==> run_1/layer_met2.png <==
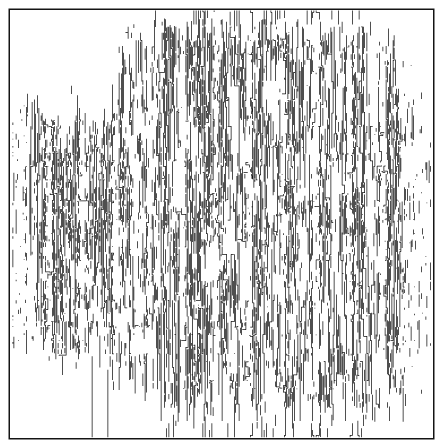
==> run_1/sizes.png <==
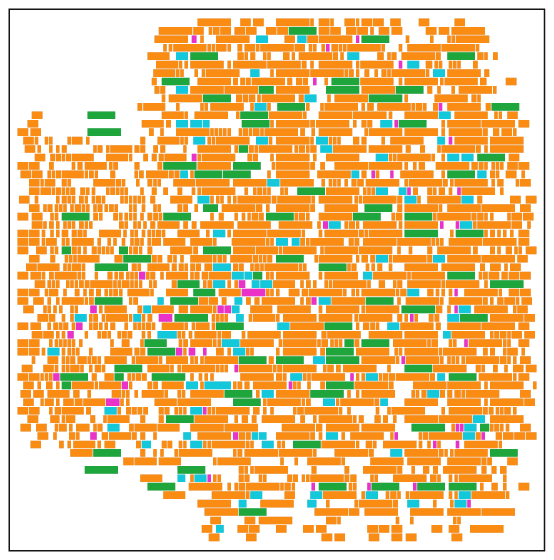
==> run_1/placement_by_type.png <==
The bar under the picture is 50 um long. Fill, decap, tap and diode cells in grey.
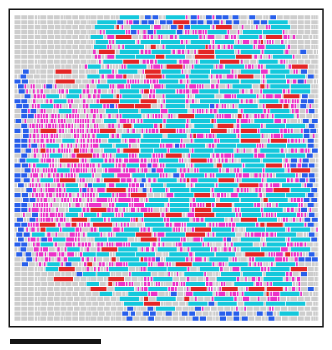
Design instr_fetch_unit, sky130hd; sources not shown.
==> Changelog: implementation, run 1 <==
### Changed

- Status: completed
- Top-count cell post-synth: nor2_1
- Worst-Margin Slew: ~1.2 ns
- Mapped Avg Cell Area: between 9 and 10 um^2
- Latency at later pin: approximately 0.56 ns
- Layout cells sized above 1: a little over an eighth
- Pleak: about 7.2 nW
- Port Buffer Count: approximately 170
- Cycle use final: between 60% and 70%
- DP Area: roughly 0.017 mm^2
- Init Core Util: between 50% and 60%
- CP required: 6.03 ns
- Post-DRT Antenna Nets: 0
- Wirelength per Cell: 17.19 um
- GP Congestion: 0.8399
- Post-Syn Area: ~0.015 mm^2
- Most frequent logic cell in the layout: nor2_1
- Drt pass-1 iters: 5
- Max IR drop VDD: 0.2065 mV
- Final Max-Slew Violation Tally: 0
- Mapped Nets: 1,675
- Ys cells: ~1,600
- Max cap viols: 0
- Seq cells post-synth: around 330
- EDFF count, synth: around 260
- Power per cell area: between 200 and 300 mW/mm^2
- First-pass GRT wire length: 59,770 um
- CTS tree: built
- Reg2reg setup slack: 4.22 ns
- Vias/cell: 5.448
- Pin count of the biggest net entering global routing: between 100 and 150
- Asr flop ratio synth: 0%
- Largest cells by area: edfxtp_1 (50%), dfxtp_1 (9.6%), nor2_1 (9.4%), o21ai_0 (5.3%), nor2_4 (4.7%)
- Clock root buffer: clkbuf_16
- Number of global-route vias before repair: approximately 12,000
- Worst setup SP type: flip-flop
- Nets: ~1,800
- Synth Instances: 1,603
- CTS clk-pin slew, worst paths: 0.05 ns
- Hold WC Path Type: flip-flop to flip-flop
- Die ar.: ~0.030 mm^2
- HPWL after detailed placement: 20,590 um
- Worst Reg-to-Reg Cells: 5
- Die Span Y: approximately 170 um
- Starting DRT DRC Count: ~1,100
- Ys flop type: edfxtp_1
- WHS Path Cells: 2
- Worst setup path class: flip-flop to output pin
- Yosys chip area: 0.01527 mm^2
- Largest fanout on the critical path: 66
- DRC: 0
- Synth warn: 0
- Width of the die: 172 um
- Total CTS buffers: ~60
- # clock sinks: 329
- Commonest cells post-synth: nor2_1 (383), edfxtp_1 (256), o21ai_0 (163)
- Final clock skew: ~0.013 ns
- Hold Violations, Final: 0
- Number of diodes: 0
- Area share, top type: between 50 and 60%
- Post-synth seq share: roughly three fifths
- Gr ovfl total: 0
- Post-route setup TNS: 0 ns
- Crit end category: output pin
- Htree depth: 2
- Most frequent logic cells in the routed design: nor2_1 (383), edfxtp_1 (256), clkdlybuf4s50_1 (166), o21ai_0 (161), nand2_1 (156)
- Total global-route track usage: around 25%
- Arr. time, crit path: roughly 3.5 ns
- Max Fclk: about 220 MHz
- Rel. slew slack: roughly a fifth
- Largest area contributor in the netlist: edfxtp_1
- Post-layout min period: 4.558 ns
- Pre-CTS setup slack: 2.878 ns
- Unique cell types: roughly 40
- # IOs: roughly 170
- RSZ-0062 raised after global routing: no
- Final count of negative-setup-slack endpoints: 0
- Tool warnings: 30
- Deepest clock path buffer count: 3
- Initial antenna violation count: 0
-- layer_met2.png (at the start) --
main direction: vertical
share of all routed wire: 49%
wire length on this layer: 18,500 um
longest straight run: 54.7 um
routed vias: 11,890
final WL: 37,520 um
Global Route met2 Usage: 42.45%

-- sizes.png (at the start) --
legend:
  _0 and _1 cells:
    colour: orange
    cells: 1,558
    share: 87%
  _6 and larger:
    colour: green
    cells: 88
    share: 4.9%
  _3 and _4 cells:
    colour: cyan
    cells: 99
    share: 5.5%
  _2 cells:
    colour: magenta
    cells: 54
    share: 3.0%
Signal buffers: 179
design area: 0.01932 mm^2
Area Growth Syn to Fin: 26.48%
worst setup margin: 2.542 ns

-- placement_by_type.png (at the start) --
legend:
  flops:
    colour: cyan
    cells: 329
  combinational and other logic:
    colour: magenta
    cells: 1,182
  clock drivers and dummy loads:
    colour: red
    cells: 109
  other buffers and delay cells:
    colour: blue
    cells: 179
core box area: 0.02824 mm^2
num rows: 62

-- run 1: cell type report --
| cell class | instances | area, um^2 |
|---|---|---|
| Clock buffer | 66 | 1565 |
| Clock inverter | 43 | 629.4 |
| Fill cell | 2072 | 8920 |
| Inverter | 190 | 723.2 |
| Multi-Input combinational cell | 992 | 5006 |
| Sequential cell | 329 | 9154 |
| Tap cell | 384 | 480.5 |
| Timing Repair Buffer | 179 | 1759 |
-- run 1: where the power goes --
part           internal (mW)  switching [mW]  leakage, nW
Clock                   2.10           0.973         1.05
Combinational          0.154           0.288         2.87
Sequential              2.15          0.0445         3.25
-- run 1: worst max-delay path, stage by stage (launching register included) --
cell and delay (ns):
dfxtp_2 0.31, buf_4 0.36, inv_2 0.93, o21ai_0 0.22, o22ai_1 0.34, clkdlybuf4s50_1 0.74
-- run 1: per-layer routing --
metal | global-route usage [%] | routed length (um)
met1 | 33.29 | 15240
met2 | 42.45 | 18490
met3 | 4.303 | 2972
met4 | 8.088 | 805
met5 | 0 | 0
-- run 1: through the flow --
| step | utilization [%] | power [mW] | hold slack [ns] | instances |
|---|---|---|---|---|
| after detailed placement | 60.64 | 2.673 | 0.4344 | 2074 |
| after global placement | 60.64 | 2.666 | 0.4304 | 2074 |
| after CTS | 68.41 | 5.733 | 0.4820 | 2183 |
| after floorplan | - | 2.490 | 0.4237 | 1603 |
| final | 68.41 | 5.712 | 0.4871 | 2183 |
| after global routing | 68.41 | 5.857 | 0.5133 | 2183 |
-- run 1: kinds of logic (layout without fill, tap and decap cells) --
group	after synthesis	in the layout	share of synthesized area, %
AOI/OAI and AO/OA	291	291	10.29
xor gates and xnor gates	13	13	0.7455
adders and majority gates	3	3	0.2949
buffers and inverters	282	478	7.602
DFF	329	329	59.90
and+or+nand+nor	685	685	21.17
==> run_1/clocks.png <==
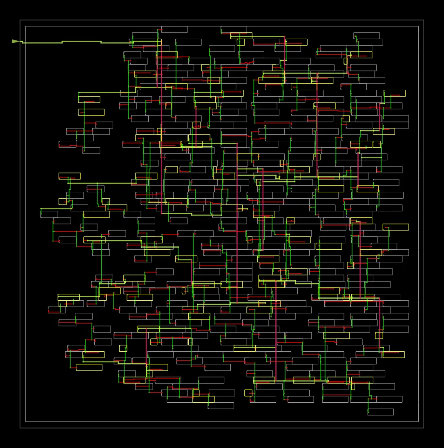

==> run 2, diff against run 1 <==
- clock period: 7.1 -> 4.7 ns (I/O delays scaled with it)
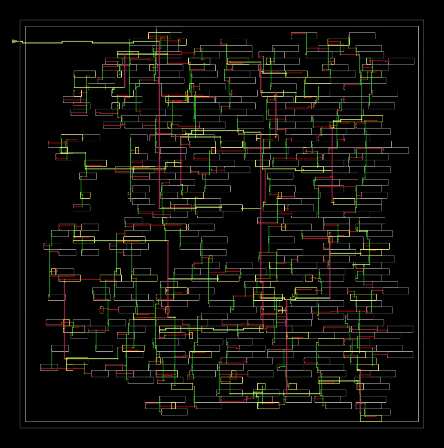
(run_2/clocks.png)
Latency at later pin: 0.56 ns
# clk buffers: 63
FF+latch count: 329

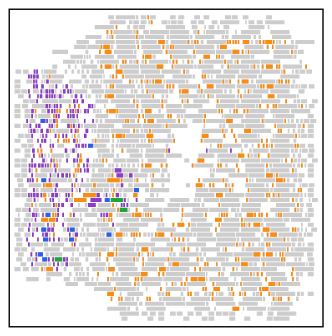
(run_2/logic_types.png)
legend:
  NOR gates:
    colour: orange
    cells: 456
    where: spread over the die
  XOR/XNOR gates:
    colour: blue
    cells: 13
  adder and majority cells:
    colour: green
    cells: 3
  NAND gates:
    colour: purple
    cells: 224
post-route insts no fill: 2,180
Comb/total area: 26.37%

==> Changelog: implementation, run 2 <==
### Changed

- Status: completed
- Seq cells post-synth: 329 (unchanged)
- Final hold slack: 0.4526 ns (-0.03452 ns)
- Final clock skew: 0.01560 ns (+0.002807 ns)
- Yosys chip area: 0.01527 mm^2 (unchanged)
- Post-layout min period: approximately 4.0 ns
- Commonest cells post-synth: nor2_1 (383), edfxtp_1 (256), o21ai_0 (163)
- DRC: 0 (unchanged)
- Nets: 1,824 (+0.055%)
- CP required: 3.99 ns (-2.04 ns)
- Vias/cell: 5.410 (-0.70%)
- Worst setup margin: 0.6540 ns (-1.888 ns)
- Initial antenna violation count: 0 (unchanged)
- Met1 Routed Length: 15,690 um (+2.9%)
- CTS tree: built
- Max Fclk: 247.2 MHz
- Init Core Util: 54.09% (unchanged)
- Number of global-route vias before repair: 11,540 (-2.0%)
- Pin count of the biggest net entering global routing: 114 (-4.2%)
- Crit end category: output pin
- Cycle use final: a little under nine tenths
- Flop area: 0.009154 mm^2 (unchanged)
- Width of the die: 172 um (unchanged)
- # IOs: 167 (unchanged)
- Layout cells sized above 1: 12.97% (-0.42 points)
- Fillers: 2,146 (+3.6%)
- Worst-Margin Slew: 1.205 ns (+0.01772 ns)
- Wire length on met3: 3154 um (+6.1%)
- Port Buffer Count: 166 (unchanged)
- Deepest clock path buffer count: 3 (unchanged)
- Sw Ratio: 23.99% (+1.2 points)
- Arr. time, crit path: 3.34 ns (-0.15 ns)
- Post-DRT Antenna Nets: 0 (unchanged)
- EDFF count, synth: 256 (unchanged)
- Max cap viols: 0 (unchanged)
- # clock sinks: 329 (unchanged)
- Routed vias: 11,790 (-0.83%)
- Comb area: 0.005006 mm^2 (unchanged)
- Starting DRT DRC Count: 1,029 (-5.6%)
- Hold WC Path Type: flip-flop to flip-flop
- Largest fanout on the critical path: 113 (+71%)
- RSZ-0062 raised after global routing: no
- DP Area: 0.01719 mm^2 (+0.37%)
- Combinational power share: 8.6% (+0.9 points)
- Core box area: 0.02824 mm^2 (unchanged)
- WL met2: 18,020 um (-2.6%)
- Worst setup path class: flip-flop to output pin
- Top-count cell post-synth: nor2_1
- Worst Reg-to-Reg Cells: 5 (unchanged)
- Clock root buffer: clkbuf_16
- Area share, top type: 50.33% (unchanged)
- Mapped Avg Cell Area: 9.528 um^2 (unchanged)
- Most frequent logic cell in the layout: nor2_1
- Sequential power share: 42.5% (+4.0 points)
- Largest cells by area: edfxtp_1 (50%), dfxtp_1 (9.6%), nor2_1 (9.4%), o21ai_0 (5.3%), nor2_4 (4.7%)
- CTS clk-pin slew, worst paths: 0.04 ns (about the same)
- Unique cell types: 40 (unchanged)
- Pleak: 7.026 nW (-1.9%)
- Final WL: 37,970 um (+1.2%)
- Num rows: 62 (unchanged)
- Post-Syn Area: 0.01527 mm^2 (unchanged)
- First-pass GRT wire length: 59,800 um (about the same)
- WHS Path Cells: 2 (unchanged)
- Drt pass-1 iters: 6 (+1)
- Worst setup SP type: flip-flop
- Reg2reg setup slack: 2.39 ns (-1.83 ns)
- Total CTS buffers: 55 (-6.8%)
- Htree depth: 2 (unchanged)
- Total global-route track usage: 25.46% (+0.24 points)
- Largest area contributor in the netlist: edfxtp_1
- Ys flop type: edfxtp_1
- Design area: 0.01898 mm^2 (-1.7%)
- Pre-CTS setup slack: 1.185 ns (-1.693 ns)
- Number of diodes: 0 (unchanged)
- Synth warn: 0 (unchanged)
- Final Max-Slew Violation Tally: 0 (unchanged)
- Hold Violations, Final: 0 (unchanged)
- Ys cells: 1,603 (unchanged)
- Die Span Y: 174 um (unchanged)
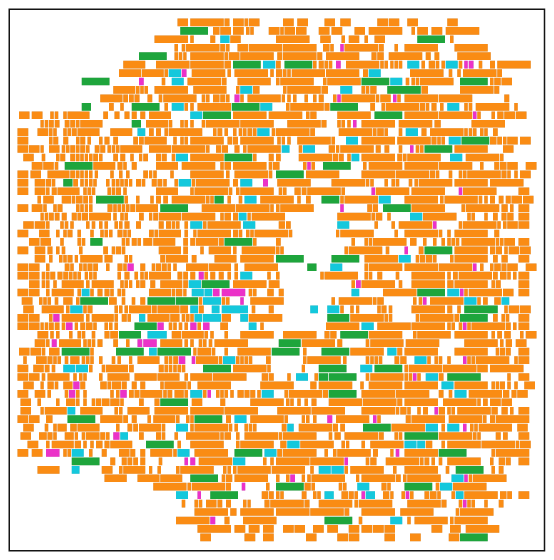
(run_2/sizes.png)
legend:
  _3 and _4 cells:
    colour: cyan
    cells: 96
    share: 5.3%
  _2 cells:
    colour: magenta
    cells: 63
    share: 3.5%
  _0 and _1 cells:
    colour: orange
    cells: 1,563
    share: 87%
  _6 and larger:
    colour: green
    cells: 74
    share: 4.1%
Area Growth Syn to Fin: 24.30%
Signal buffers: 184

run 2: cell count changes in the layout (fill, tap and decap cells not counted), sizes merged:
cell / before / now
buf: 13 / 18
bufinv: 14 / 5
clkbuf: 66 / 63
clkinv: 15 / 24
clkinvlp: 7 / 4
inv: 197 / 195
run 2: per-layer routing:
metal	vias to the layer above	global-route usage, %
met1	5539	34.64
li1	5617	-
met5	-	0
met3	89	4.098
met2	548	41.52
met4	0	8.999
run 2: logic make-up after synthesis:
kind of cell | Yosys count | share of synthesized area [%]
AOI/OAI and AO/OA | 291 | 10.29
and+or+nand+nor | 685 | 21.17
DFF | 329 | 59.90
buffers and inverters | 282 | 7.602
adders and majority gates | 3 | 0.2949
xor gates and xnor gates | 13 | 0.7455
run 2: power groups by stage:
stage / clock (mW) / combinational, mW / sequential [mW]
after floorplan: 0 / 0.366 / 3.40
after global placement: 0 / 0.661 / 3.37
after detailed placement: 0 / 0.670 / 3.38
after CTS: 3.87 / 0.675 / 3.32
after global routing: 4.01 / 0.720 / 3.34
final: 3.83 / 0.673 / 3.32
run 2: through the flow:
stage / total power [mW] / util, % / setup TNS, ns
final: 7.830 / 67.23 / 0
after floorplan: 3.762 / - / -191.00
after CTS: 7.864 / 67.23 / 0
after detailed placement: 4.048 / 60.86 / 0
after global routing: 8.062 / 67.23 / 0
after global placement: 4.036 / 60.86 / 0
run 2: cell type report:
cell class                 count  area share (%)
sequential                   329           48.22
inverter                     190           3.809
multi-input combinational    992           26.37
clock inverter                38           1.957
tap                          384           2.531
timing repair buffer         184           9.596
clock buffer                  63           7.520
run 2: worst max-delay path, cell delays in order, from the launching register on:
cell and delay, ns:
dfxtp_4 0.50, inv_4 0.88, o21ai_0 0.26, o22ai_1 0.30
clkdlybuf4s50_1 0.73
No activity file was given, so power comes from the tool's default toggle rates.
